$ cat src/rtl/btn_conditioner.sv
// Purpose : synchronise, debounce and edge-detect four push buttons (up/next/set/stop).
// Latency : press pulse DEBOUNCE_CYCLES+2 edges after the first edge that samples raw=1.
// Backpressure: none; pulses are one-cycle strobes that the consumer must take when they appear.
//
// Ports:
//   clk, resetTime               - clock, synchronous active-high reset
//   rawUp/rawNext/rawSet/rawStop - asynchronous bouncy button inputs
//   upTime/nextDigit/setValue/stop - one-cycle registered press pulses
//   held[3:0]                    - debounced levels {stop,set,next,up}
// Build option: define BTN_AUTO_REPEAT_EN to enable auto-repeat on the up channel.
module btn_conditioner #(
  parameter int DEBOUNCE_CYCLES = 4,
  parameter int REPEAT_DELAY    = 16,
  parameter int REPEAT_PERIOD   = 8
) (
  input  logic       clk,
  input  logic       resetTime,
  input  logic       rawUp,
  input  logic       rawNext,
  input  logic       rawSet,
  input  logic       rawStop,
  output logic       upTime,
  output logic       nextDigit,
  output logic       setValue,
  output logic       stop,
  output logic [3:0] held
);

  typedef enum logic [1:0] {
    IDLE            = 2'd0,
    CONFIRM_PRESS   = 2'd1,
    PRESSED         = 2'd2,
    CONFIRM_RELEASE = 2'd3
  } state_t;

  localparam logic [7:0] DEB_LIMIT = 8'(DEBOUNCE_CYCLES);

  // Reject out-of-range configurations at elaboration time.
  if (DEBOUNCE_CYCLES < 1 || DEBOUNCE_CYCLES > 255 ||
      REPEAT_DELAY < 2 || REPEAT_DELAY > 255 ||
      REPEAT_PERIOD < 2 || REPEAT_PERIOD > 255) begin : g_bad_params
    $error("btn_conditioner: parameter out of range");
  end

  function automatic logic [7:0] sat_inc(input logic [7:0] v);
    return (v == 8'hFF) ? v : v + 8'd1;
  endfunction

  // Two-flop synchronizers, one per button.
  logic [3:0] raw;
  logic [3:0] sync1_q, sync1_d;
  logic [3:0] sync2_q, sync2_d;

  assign raw = {rawStop, rawSet, rawNext, rawUp};

  always_comb begin
    sync1_d = raw;
    sync2_d = sync1_q;
  end

  always_ff @(posedge clk) begin
    if (resetTime) begin
      sync1_q <= 4'b0000;
      sync2_q <= 4'b0000;
    end else begin
      sync1_q <= sync1_d;
      sync2_q <= sync2_d;
    end
  end

  logic [3:0] pulse_vec;
  logic [3:0] held_vec;

  for (genvar i = 0; i < 4; i++) begin : g_ch
    state_t     state_q, state_d;
    logic [7:0] cnt_q, cnt_d;
    logic       press_d;
    logic       rpt_fire;
    logic       pulse_q, pulse_d;
    logic       held_q, held_d;

    // The counter holds the number of agreeing samples seen so far in a
    // confirm state; the transition fires on the sample after it reaches
    // DEB_LIMIT, which gives the DEBOUNCE_CYCLES+2 edge press latency.
    always_comb begin
      state_d = state_q;
      cnt_d   = cnt_q;
      press_d = 1'b0;
      case (state_q)
        IDLE: begin
          if (sync2_q[i]) begin
            state_d = CONFIRM_PRESS;
            cnt_d   = 8'd1;
          end
        end
        CONFIRM_PRESS: begin
          if (!sync2_q[i]) begin
            state_d = IDLE;
            cnt_d   = 8'd0;
          end else if (cnt_q >= DEB_LIMIT) begin
            state_d = PRESSED;
            cnt_d   = 8'd0;
            press_d = 1'b1;
          end else begin
            cnt_d = sat_inc(cnt_q);
          end
        end
        PRESSED: begin
          if (!sync2_q[i]) begin
            state_d = CONFIRM_RELEASE;
            cnt_d   = 8'd1;
          end
        end
        CONFIRM_RELEASE: begin
          // Bounce back to PRESSED is not a new press: no pulse.
          if (sync2_q[i]) begin
            state_d = PRESSED;
            cnt_d   = 8'd0;
          end else if (cnt_q >= DEB_LIMIT) begin
            state_d = IDLE;
            cnt_d   = 8'd0;
          end else begin
            cnt_d = sat_inc(cnt_q);
          end
        end
        default: begin
          state_d = IDLE;
          cnt_d   = 8'd0;
        end
      endcase
    end

    assign pulse_d = press_d | rpt_fire;
    assign held_d  = (state_d == PRESSED) || (state_d == CONFIRM_RELEASE);

    always_ff @(posedge clk) begin
      if (resetTime) begin
        state_q <= IDLE;
        cnt_q   <= 8'd0;
        pulse_q <= 1'b0;
        held_q  <= 1'b0;
      end else begin
        state_q <= state_d;
        cnt_q   <= cnt_d;
        pulse_q <= pulse_d;
        held_q  <= held_d;
      end
    end

`ifdef BTN_AUTO_REPEAT_EN
    if (i == 0) begin : g_rpt
      localparam logic [7:0] RPT_DLY = 8'(REPEAT_DELAY);
      localparam logic [7:0] RPT_PER = 8'(REPEAT_PERIOD);

      logic [7:0] rpt_q, rpt_d, rpt_inc;
      logic       rep_seen_q, rep_seen_d;
      logic       fire;

      // rpt_q counts PRESSED cycles since the last pulse; it only advances
      // while staying in PRESSED, so a visit to CONFIRM_RELEASE freezes it.
      always_comb begin
        rpt_d      = rpt_q;
        rep_seen_d = rep_seen_q;
        fire       = 1'b0;
        rpt_inc    = sat_inc(rpt_q);
        if (state_q == PRESSED && state_d == PRESSED) begin
          if (rpt_inc >= (rep_seen_q ? RPT_PER : RPT_DLY)) begin
            fire       = 1'b1;
            rpt_d      = 8'd0;
            rep_seen_d = 1'b1;
          end else begin
            rpt_d = rpt_inc;
          end
        end
        if (press_d || state_d == IDLE) begin
          rpt_d      = 8'd0;
          rep_seen_d = 1'b0;
        end
      end

      assign rpt_fire = fire;

      always_ff @(posedge clk) begin
        if (resetTime) begin
          rpt_q      <= 8'd0;
          rep_seen_q <= 1'b0;
        end else begin
          rpt_q      <= rpt_d;
          rep_seen_q <= rep_seen_d;
        end
      end
    end else begin : g_no_rpt
      assign rpt_fire = 1'b0;
    end
`else
    assign rpt_fire = 1'b0;
`endif

    assign pulse_vec[i] = pulse_q;
    assign held_vec[i]  = held_q;
  end

  assign upTime    = pulse_vec[0];
  assign nextDigit = pulse_vec[1];
  assign setValue  = pulse_vec[2];
  assign stop      = pulse_vec[3];
  assign held      = held_vec;

endmodule

$ cat config.mk
export PLATFORM = sky130hd
export DESIGN_NAME = btn_conditioner
export DESIGN_NICKNAME = d
export VERILOG_FILES = /design/src/rtl/btn_conditioner.sv
export SDC_FILE = /design/constraint.sdc
export NUM_CORES = 1
export LEC_CHECK = 0
export CAP_MARGIN = 25
export CORE_UTILIZATION = 40
export CTS_BUF_LIST = sky130_fd_sc_hd__clkbuf_4 sky130_fd_sc_hd__clkbuf_8 sky130_fd_sc_hd__clkbuf_16
export CTS_CLUSTER_DIAMETER = 200
export DETAILED_ROUTE_END_ITERATION = 7
export PLACE_DENSITY_LB_ADDON = 0.1
export SYNTH_ARGS = -nofsm -noshare
export SYNTH_HDL_FRONTEND = slang
export SYNTH_SLANG_ARGS = --single-unit
$ cat constraint.sdc
create_clock -name clk -period 1.8 [get_ports clk]
set_input_delay 0.54 -clock clk [delete_from_list [all_inputs] [get_ports clk]]
set_output_delay 0.54 -clock clk [all_outputs]
set_load 0.005 [all_outputs]
### Where the registers sit, run 1

(4 px per µm)
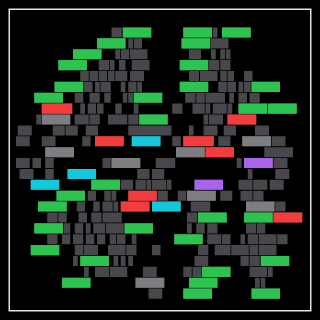
legend:
  g_ch.held_q:
    color: purple
    sequential_cells: 2
  g_ch.state_q:
    color: red
    sequential_cells: 8
  g_ch.cnt_q:
    color: green
    sequential_cells: 32
    where: widely spread
  sync1_q:
    color: cyan
    sequential_cells: 4
not colored: 8

### Flops by top-level scope, run 1

(4 px per µm)
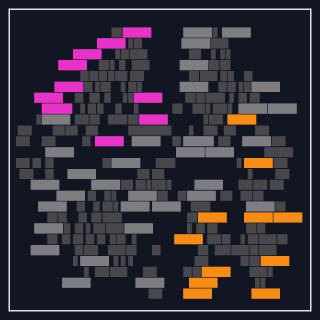
legend:
  g_ch[3]:
    color: orange
    sequential_cells: 11
  g_ch[1]:
    color: magenta
    sequential_cells: 10
not colored: 33

### Metal layers overlaid, run 1

(4 px per µm)
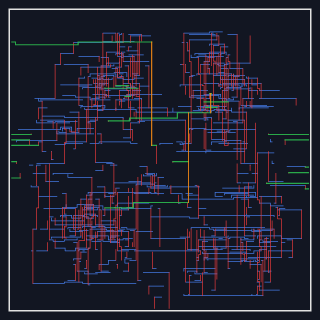
legend:
  met4:
    color: orange
    wire_length: 53.0 µm
  met1:
    color: blue
    wire_length: 1700 µm
  met3:
    color: green
    wire_length: 165 µm
  met2:
    color: red
    wire_length: 1530 µm

### The clock network, run 1

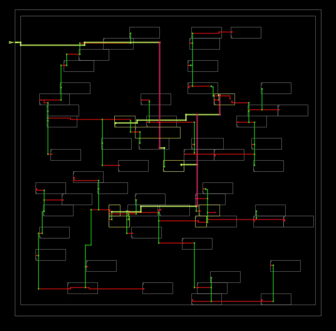
power attributed to the clock group: 0.809 mW
tally of clock buffers in the finished layout: 6
number of buffers added by the clock tree synthesis step: 5
clock tree skew after final layout: 0.00713 ns
sink count of the clock tree: 54

-- run 1: metal layers --
layer,wire (µm),vias to the layer above,part of all wire (%),track usage (%)
li1,-,770,-,-
met1,1700,708,49,16.8
met5,0,-,0,0
met3,164,7,4.8,5.35
met4,53,0,1.5,5.03
met2,1530,28,44,22.0
-- run 1: power by group through the flow --
stage,clock [mW],combinational (mW),sequential (mW)
4_1_cts,0.839,0.0963,1.22
6_report,0.809,0.0947,1.22
3_3_place_gp,0,0.0941,1.25
3_5_place_dp,0,0.0959,1.25
5_1_grt,0.892,0.106,1.23
2_1_floorplan,0,0.0657,1.25
-- run 1: cell type report --
cell class              count  share of cell area [%]
repair buffers             19                    7.60
clock buffers               6                    3.09
well taps                  70                    3.55
multi-input cells         141                    39.2
inverters                   8                    1.22
flip-flops and latches     54                    43.9
clock inverters             2                    1.52
==> run summary, run 1 <==
Entry: Yosys synthesis followed by OpenROAD place and route.

Critical path:
- The worst setup path is launched from a register.
- STA puts the critical path data arrival time at 1.18 ns.
- Per the timing report, the biggest fanout along the worst path comes to 4.
- The run gives the gate family responsible for the most delay along the worst path as buffers and inverters.
- The run gives the cell depth of the worst flop-to-flop path as 4.
- The run gives the end of the worst register-to-register path as g_ch[3].cnt_q[0].
- The STA report counts the stages on the worst setup path as 1.
- The run gives the type of the setup path with the least slack as register to output pin.
- Along the critical path, the tally of buffer and inverter instances is 1.
- The run gives the worst setup path endpoint as held[0].
- The run gives the reg2reg setup slack as 0.14 ns.

Clock network:
- The run gives the maximum buffer depth of the clock tree as 2.
- The run puts the post-CTS setup buffer count at 0.
- The run gives the CTS H-tree depth as 2.
- The run puts the count of hold-fix buffers inserted at cts at 0.
- The run puts the register clock-pin slew on the reported worst setup and hold paths at 0.09 ns.
- Looking at the clock tree report, the root buffer type is sky130_fd_sc_hd__clkbuf_8.
- The run puts the insertion delay to the later sink of the worst-skew pair at 0.30 ns.
- The run gives the clock tree from TritonCTS as built.

Min path:
- The run puts the number of cells traversed by the worst hold path at 1.
- STA shows the worst min-delay path finishing at sync2_q[0].

Logic synthesis:
- Looking at the gate-level netlist, the highest instance count belongs to sky130_fd_sc_hd__dfxtp_1.
- The run puts the net count entering floorplan at 227.
- The run puts the chip area from the yosys synthesis statistics at 2130 µm².
- The run puts the number of storage elements in the synthesis netlist at 54.
- The run puts the count of instantiated cells in the yosys netlist at 213.
- In this run, synthesis inferred 0 flip-flops with an integrated enable.
- The run puts the proportion of register bits with asynchronous set or reset after synthesis at 0%.
- In this run, the synthesized area fraction spent on and/or/nand/nor cells is recorded as 25.2%.
- The run gives the most used flip-flop cell as sky130_fd_sc_hd__dfxtp_1.
- Synthesis instantiated 44 different standard cells from the library.
- The main area contributors are sky130_fd_sc_hd__dfxtp_1 51%, sky130_fd_sc_hd__ha_1 4.7%, sky130_fd_sc_hd__nor2_1 4.1%.
- The run puts the sequential element share of the synthesized area at 50.7%.
- Ranked by instance count, the synthesized netlist is headed by 54 x sky130_fd_sc_hd__dfxtp_1, 23 x sky130_fd_sc_hd__nor2_1, 11 x sky130_fd_sc_hd__nor2b_1.
- Summing the areas of all xor and xnor instances in the mapped netlist gives 1.64% of the synthesized area.
- The portion of synthesized area spent on multiplexers is 3.29%.
- The run puts the tally of yosys warning messages at 0.
- The run puts the adder-cell area share of the yosys netlist at 4.70%.
- The run gives the average instance area after synthesis as 10.0 µm².
- Summed over its instances, the top area cell type makes up 50.7% of the synthesized netlist area.
- The run gives the dominant non-sequential cell family after synthesis as simple AND/OR/NAND/NOR gates.
- After Yosys synthesis, AND-OR and OR-AND compound gates account for 10.5% of the synthesized area.
- The mapped netlist covers 2130 µm².

STA:
- The run gives the minimum hold slack as 0.440 ns.
- The run puts the final-report hold violation count at 0.
- The run gives the share of the clock period used by the worst path after layout as 95.3%.
- The run puts the count of pins over their slew limit at 0.
- Setup repair after global routing left no endpoint under its margin.
- Looking at the max-slew report, the worst-margin pin has a slew of 0.457 ns.
- The run puts the timing-limited maximum frequency at 0.583 GHz.
- The run puts the worst setup slack after layout at 0.0841 ns.

Route:
- The run gives the routed via count divided by cell count as 5.04.
- The run gives the number of iterations in the first detailed-routing pass as 4.
- The DRC violation total left in the routed layout is recorded as 0.
- The run gives the final routed wirelength across all metal layers as 3440 µm.
- The run gives the final routed wire length divided by cell count as 11.5 µm.
- The run puts the antenna violation net count after detailed routing at 0.

Power:
- The run gives the combinational cell fraction of total power as 4.5%.
- For this design the total switching power over the nets is 0.438 mW.
- The internal power of the cells totals 1.69 mW.
- The run puts the sequential share of power at 57.5%.
- The run puts the power per unit of standard cell area at 861 nW/µm².
- The script computed the net switching share of total power as 20.6%.
- Summing internal, switching and leakage power gives 2.13 mW.

Layout:
- Leaving out filler cells and counting taps, the final layout contains 300.
- More flip-flops sit in one register than any other, and that register is g_ch.cnt_q.
- The run gives the growth of design area from synthesis to finish as 15.9%.
- The run gives the number of nets in the final layout as 243.
- The run gives the final cell utilization of the core as 48.4%.
- Per the cell usage report, the commonest logic cells after layout are 52 x sky130_fd_sc_hd__dfxtp_1, 23 x sky130_fd_sc_hd__nor2_1, 13 x sky130_fd_sc_hd__clkdlybuf4s50_1.
- The final antenna diode tally reported by the flow is 0.
- The run gives the combined area of the multi-input logic cells as 967 µm².
- The run puts the final instance area at 2470 µm².

Global route:
- The run gives the overall track demand over capacity in global routing as 13.8%.
- Recorded from the global router log, the overflow total was 0.
- The run puts the largest net degree at the start of global routing at 38.
- The run puts the global-route wire length before repair at 5780 µm.

Run:
- The run gives the tally of max-capacitance violations as 0.

Placement:
- The run gives the cell area after placement as 2350 µm².
- The run puts the instance count after placement with tap cells included at 292.
- The run puts the tally of buffers added on design ports at 13.
- The run puts the sum of net half-perimeters after detailed placement at 2370 µm.

Floorplan:
- The run puts the core utilization before placement at 41.7%.
- The run puts the die extent in x at 75.0 µm.
- The run puts the boundary pin count at 14.
- The run puts the die outline area at 5620 µm².

Run status:
- The run finished with clean final reports.
==> run 2: changes to the inputs <==
--- a/config.mk
+++ b/config.mk
@@ -7,7 +7,7 @@
 export LEC_CHECK = 0
 export CAP_MARGIN = 25
 export CORE_UTILIZATION = 40
-export CTS_BUF_LIST = sky130_fd_sc_hd__clkbuf_4 sky130_fd_sc_hd__clkbuf_8 sky130_fd_sc_hd__clkbuf_16
+export CTS_BUF_LIST = sky130_fd_sc_hd__clkbuf_2 sky130_fd_sc_hd__clkbuf_4 sky130_fd_sc_hd__clkbuf_8
 export CTS_CLUSTER_DIAMETER = 200
 export DETAILED_ROUTE_END_ITERATION = 7
 export PLACE_DENSITY_LB_ADDON = 0.1
### The clock network, run 2

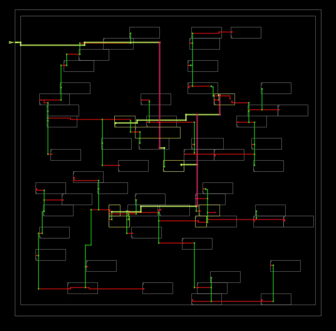
Skew-Pair Late Insertion Delay: 0.30 ns
Seq Cell Count: 54

### Metal layers overlaid, run 2

(4 px per µm)
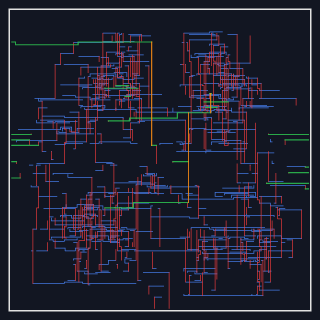
legend:
  met3:
    color: green
    wire_length: 165 µm
  met4:
    color: orange
    wire_length: 53.0 µm
  met1:
    color: blue
    wire_length: 1700 µm
  met2:
    color: red
    wire_length: 1530 µm

==> run 2 against run 1 <==
  * Worst hold slack unchanged
  * Sequential cell count unchanged
  * Combinational power about the same
  * Design area unchanged
  * Die size unchanged
  * Via count unchanged
  * Global-route usage unchanged
  * Synthesized cell count unchanged
  * Critical path depth unchanged
  * Power unchanged
  * Register-to-register slack about the same
  * Utilization unchanged
  * Largest cell class unchanged
  * Largest power group unchanged
  * Highest routed layer unchanged
==> run summary, run 2 <==
Entry: Yosys synthesis followed by OpenROAD place and route.

Layout:
- The run gives the inverter count as 8.
- The run puts the final cell utilization of the core at 48.4%.
- The run puts the number of nets in the final layout at 243.
- The run gives the top register by number of flip-flops as g_ch.cnt_q.
- The run puts the share of cell area taken by multi-input logic gates at 39.2%.
- The plain and repair buffers instantiated in the layout total 19.
- The clock network takes up 4.61% of total cell area after layout.
- The run puts the sequential cell area share at 43.9%.

STA:
- The run gives the minimum hold slack as 0.440 ns.
- For reference, the final report shows the hold violation count at 0.
- The run puts the share of the clock period used by the worst path after layout at 95.3%.
- Setup repair after global routing left no endpoint under its margin.
- The run puts the count of pins over their slew limit at 0.
- The run gives the setup skew after layout as 0.00713 ns.
- The run gives the transition time of the tightest slew-check pin as 0.457 ns.

Floorplan:
- Measured along the x axis, the die boundary spans 75.0 µm.
- The run gives the die outline area as 5620 µm².
- Before placement the cells fill 41.7% of the core.
- For this design the top-level I/O count stands at 14.

Power:
- The run puts the clock network power at 0.809 mW.
- The run gives the sequential share of power as 57.5%.
- The run puts the post-layout total power at 2.13 mW.
- The run puts the net switching component of the power at 0.438 mW.
- The run gives the top power group as sequential cells.
- The run puts the combinational power at 0.0947 mW.
- The run gives the switching fraction of total power as 20.6%.
- The share of total power dissipated in combinational logic is 4.5%.

Critical path:
- The run gives the reg2reg setup slack as 0.14 ns.
- OpenSTA lists the critical path endpoint as held[0].
- The worst register-to-register path ends at g_ch[3].cnt_q[0].
- In this run the number of cells on the critical path is 1.
- The run gives the gate family responsible for the most delay along the worst path as buffers and inverters.
- In the setup report, the worst path falls into the class register to output pin.
- On the critical path the data arrives at 1.18 ns.

Global route:
- The run gives the global-route wire length before repair as 5780 µm.
- The run puts the largest net degree at the start of global routing at 38.
- The run gives the overall track demand over capacity in global routing as 13.8%.

Logic synthesis:
- The run puts the proportion of register bits with asynchronous set or reset after synthesis at 0%.
- The run puts the tally of yosys warning messages at 0.
- In this run, the synthesized area fraction spent on AND-OR/OR-AND gates is recorded as 10.5%.
- In this run, distinct cell masters in the synthesized netlist total 44.
- The synthesis report names the predominant flop master as sky130_fd_sc_hd__dfxtp_1.
- The run gives the sequential element share of the synthesized area as 50.7%.
- The run gives the number of enable-type register cells in the synthesized netlist as 0.
- The run gives the number of storage elements in the synthesis netlist as 54.
- The run puts the area fraction in and, or, nand and nor cells after synthesis at 25.2%.
- The run gives the net count entering floorplan as 227.
- In the synthesis report, Yosys lists the chip area as 2130 µm².
- The run puts the portion of synthesized cell area occupied by the leading cell type at 50.7%.

Placement:
- The run puts the tally of buffers added on design ports at 13.
- Once detailed placement completed, the half-perimeter wirelength came to 2370 µm.
- Including well taps, the total number of placed cells is 292.

Route:
- The run gives the number of remaining DRC errors as 0.
- The run gives the routed via count divided by cell count as 5.04.
- In the log, the iteration count for the first detailed-route pass is 4.
- The run gives the final routed wirelength across all metal layers as 3440 µm.
- The run gives the antenna violation net count after detailed routing as 0.

Run status:
- The flow ran to the end, and the final reports show no timing, DRC or antenna violations.

Clock network:
- In this run, CTS created clock tree buffers numbering 5.
- The run puts the register clock-pin slew on the reported worst setup and hold paths at 0.09 ns.
- The run gives the post-CTS setup buffer count as 0.
- The run gives the maximum buffer depth of the clock tree as 2.
- After clock tree synthesis, the flow added hold-fix buffers numbering 0.

Run:
- The run gives the tally of max-capacitance violations as 0.
[run 2: cell counts in the layout (fill, tap and decap cells not counted)]
No cell type changed its count.
[run 2: worst min-delay path by stage]
stage                     cells past startpoint  slack [ns]         end  startpoint
after global routing                          1        0.47  sync2_q[1]  sync1_q[1]
after global placement                        1        0.42  sync2_q[2]  sync1_q[2]
after floorplan                               1        0.41  sync2_q[0]  sync1_q[0]
final                                         1        0.44  sync2_q[0]  sync1_q[0]
after detailed placement                      1        0.43  sync2_q[3]  sync1_q[3]
after CTS                                     1        0.45  sync2_q[0]  sync1_q[0]
[run 2: layer usage]
layer / routed length, µm / share of wire [%] / track usage [%]
met5: 0 / 0 / 0
met4: 53 / 1.5 / 5.03
met3: 164 / 4.8 / 5.35
met2: 1530 / 44 / 22.0
met1: 1700 / 49 / 16.8
==> run 3: changes to the inputs <==
--- a/config.mk
+++ b/config.mk
@@ -10,6 +10,7 @@
 export CTS_BUF_LIST = sky130_fd_sc_hd__clkbuf_2 sky130_fd_sc_hd__clkbuf_4 sky130_fd_sc_hd__clkbuf_8
 export CTS_CLUSTER_DIAMETER = 200
 export DETAILED_ROUTE_END_ITERATION = 7
+export GPL_ROUTABILITY_DRIVEN = 0
 export PLACE_DENSITY_LB_ADDON = 0.1
 export SYNTH_ARGS = -nofsm -noshare
 export SYNTH_HDL_FRONTEND = slang
### Metal layers overlaid, run 3

(4 px per µm)
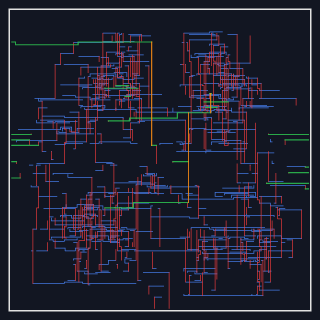
legend:
  met4:
    color: orange
    wire_length: 53.0 µm
  met1:
    color: blue
    wire_length: 1700 µm
  met3:
    color: green
    wire_length: 165 µm
  met2:
    color: red
    wire_length: 1530 µm

==> run 3 against run 2 <==
  * Design area stayed put
  * Critical path type unchanged
  * Via count stayed put
  * First-iteration DRC count stayed put
  * Count of clock-buffer cells in the layout stayed put
  * Sequential cell count stayed put
  * Wire length stayed put
  * Clock power hardly changed
  * Synthesized cell count stayed put
==> run summary, run 3 <==
Entry: Yosys synthesis followed by OpenROAD place and route.

Global route:
- The global route stage reports its total congestion overflow as 0.
- The run puts the overall track demand over capacity in global routing at 13.8%.
- The run gives the global-route wire length before repair as 5780 µm.
- The run puts the largest net degree at the start of global routing at 38.

STA:
- Setup repair after global routing left no endpoint under its margin.
- Across all setup checks in the final design, the least slack found is 0.0841 ns.
- The run gives the setup skew after layout as 0.00713 ns.
- The run gives the share of the clock period used by the worst path after layout as 95.3%.
- Derived from the worst setup path, the maximum achievable clock frequency is 0.583 GHz.
- The run gives the minimum hold slack as 0.440 ns.
- Looking at the max-slew report, the worst-margin pin has a slew of 0.457 ns.
- The run gives the final-report hold violation count as 0.

Logic synthesis:
- The synthesis run shows the most used standard cells to be 54 x sky130_fd_sc_hd__dfxtp_1, 23 x sky130_fd_sc_hd__nor2_1, 11 x sky130_fd_sc_hd__nor2b_1.
- The run puts the adder-cell area share of the yosys netlist at 4.70%.
- The run puts the number of storage elements in the synthesis netlist at 54.
- The run puts the average instance area after synthesis at 10.0 µm².
- The run puts the fraction of synthesized cell area in xor and xnor cells at 1.64%.
- The run gives the number of distinct library cells after synthesis as 44.
- The run gives the net count entering floorplan as 227.
- By area the synthesized netlist is led by sky130_fd_sc_hd__dfxtp_1 51%, sky130_fd_sc_hd__ha_1 4.7%, sky130_fd_sc_hd__nor2_1 4.1%.
- Among all flip-flop cells after synthesis, the most frequent one is sky130_fd_sc_hd__dfxtp_1.
- After synthesis, the design contains 213 cells according to Yosys.
- The run gives the tally of yosys warning messages as 0.
- The post-synth count of flops with an enable pin is 0.
- The run gives the fraction of synthesized area in multiplexers as 3.29%.
- Of the synthesized area, sequential elements account for 50.7%.
- The chip area line in the Yosys stat output reads 2130 µm².
- The run gives the proportion of register bits with asynchronous set or reset after synthesis as 0%.
- The most common cell in the synthesized netlist is sky130_fd_sc_hd__dfxtp_1.
- Summed over its instances, the top area cell type makes up 50.7% of the synthesized netlist area.
- The run puts the area fraction in and, or, nand and nor cells after synthesis at 25.2%.

Clock network:
- The run gives the maximum buffer depth of the clock tree as 2.
- The run gives the insertion delay to the later sink of the worst-skew pair as 0.30 ns.
- The run puts the number of buffers created by CTS at 5.
- The run gives the count of hold-fix buffers inserted at cts as 0.
- Looking at the clock tree report, the root buffer type is sky130_fd_sc_hd__clkbuf_8.
- The run puts the clock net sink count at 54.
- The number of setup buffers added after CTS is 0.
- The run puts the register clock-pin slew on the reported worst setup and hold paths at 0.09 ns.

Floorplan:
- In this run the horizontal extent of the chip is 75.0 µm.
- The run puts the boundary pin count at 14.
- In the floorplan report the effective utilization is 41.7%.
- The run puts the die outline area at 5620 µm².

Run:
- The run puts the tally of max-capacitance violations at 0.

Route:
- The run gives the final routed wirelength across all metal layers as 3440 µm.
- The first detailed-routing pass ran for 4 iterations.
- TritonRoute output was used to compute an average wire per cell of 11.5 µm.
- Per the detail_route report, vias per standard cell equal 5.04.
- The run gives the number of remaining DRC errors as 0.

Run status:
- The flow ran to the end, and the final reports show no timing, DRC or antenna violations.

Layout:
- The run gives the combined area of the multi-input logic cells as 967 µm².
- Once layout is complete, the utilization of the core stands at 48.4%.
- The run gives the top register by number of flip-flops as g_ch.cnt_q.
- For this run, the script counts the antenna cells in the layout as 0.
- The run puts the number of nets in the final layout at 243.
- After routing the design area is 2470 µm².
- The run puts the growth of design area from synthesis to finish at 15.9%.
- The final report lists a non-filler cell total of 300.
- The most common logic cells in the final layout are 52 x sky130_fd_sc_hd__dfxtp_1, 23 x sky130_fd_sc_hd__nor2_1, 13 x sky130_fd_sc_hd__clkdlybuf4s50_1.

Placement:
- The run gives the tally of buffers added on design ports as 13.
- Summing all placed instances gives a cell area of 2350 µm².
- The run puts the instance count after placement with tap cells included at 292.

Critical path:
- The run gives the worst setup path endpoint as held[0].
- In this design, the largest share of critical-path delay is due to buffers and inverters.
- The run gives the critical path launch point type as a register.
- The number of buffers and inverters on the critical path is 1.
- The run gives the end of the worst register-to-register path as g_ch[3].cnt_q[0].
- The run gives the reg2reg setup slack as 0.14 ns.
- The run puts the cell depth of the worst flop-to-flop path at 4.
- The run gives the type of the setup path with the least slack as register to output pin.

Power:
- The run gives the post-layout total power as 2.13 mW.
- The run puts the power per unit of standard cell area at 861 nW/µm².

Min path:
- Per the hold report, the tightest min-delay path originates at sync1_q[0].
- The run gives the number of cells traversed by the worst hold path as 1.
### Flops by top-level scope, run 3

(4 px per µm)
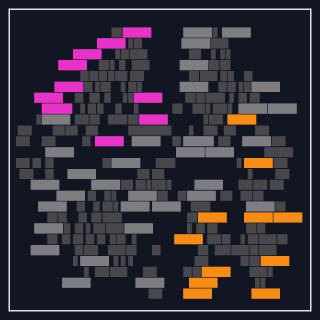
legend:
  g_ch[1]:
    color: magenta
    sequential_cells: 10
  g_ch[3]:
    color: orange
    sequential_cells: 11
not colored: 33

-- run 3: cell counts after synthesis --
No cell type changed its count.
-- run 3: routing by layer --
layer	up-vias	part of all wire [%]	global-route usage, %
li1	770	-	-
met3	7	4.8	5.35
met5	-	0	0
met2	28	44	22.0
met1	708	49	16.8
met4	0	1.5	5.03
-- run 3: area by class of cell --
cell class | instances | share of cell area [%]
sequential | 54 | 43.9
multi-input combinational | 141 | 39.2
timing repair buffer | 19 | 7.60
tap | 70 | 3.55
clock buffer | 6 | 3.09
clock inverter | 2 | 1.52
inverter | 8 | 1.22
-- run 3: power breakdown --
group          total, mW  internal (mW)  switching [mW]
Sequential          1.22           1.21          0.0118
Clock              0.809          0.430           0.379
Combinational     0.0947         0.0470          0.0477
No activity file was given, so power comes from the tool's default toggle rates.
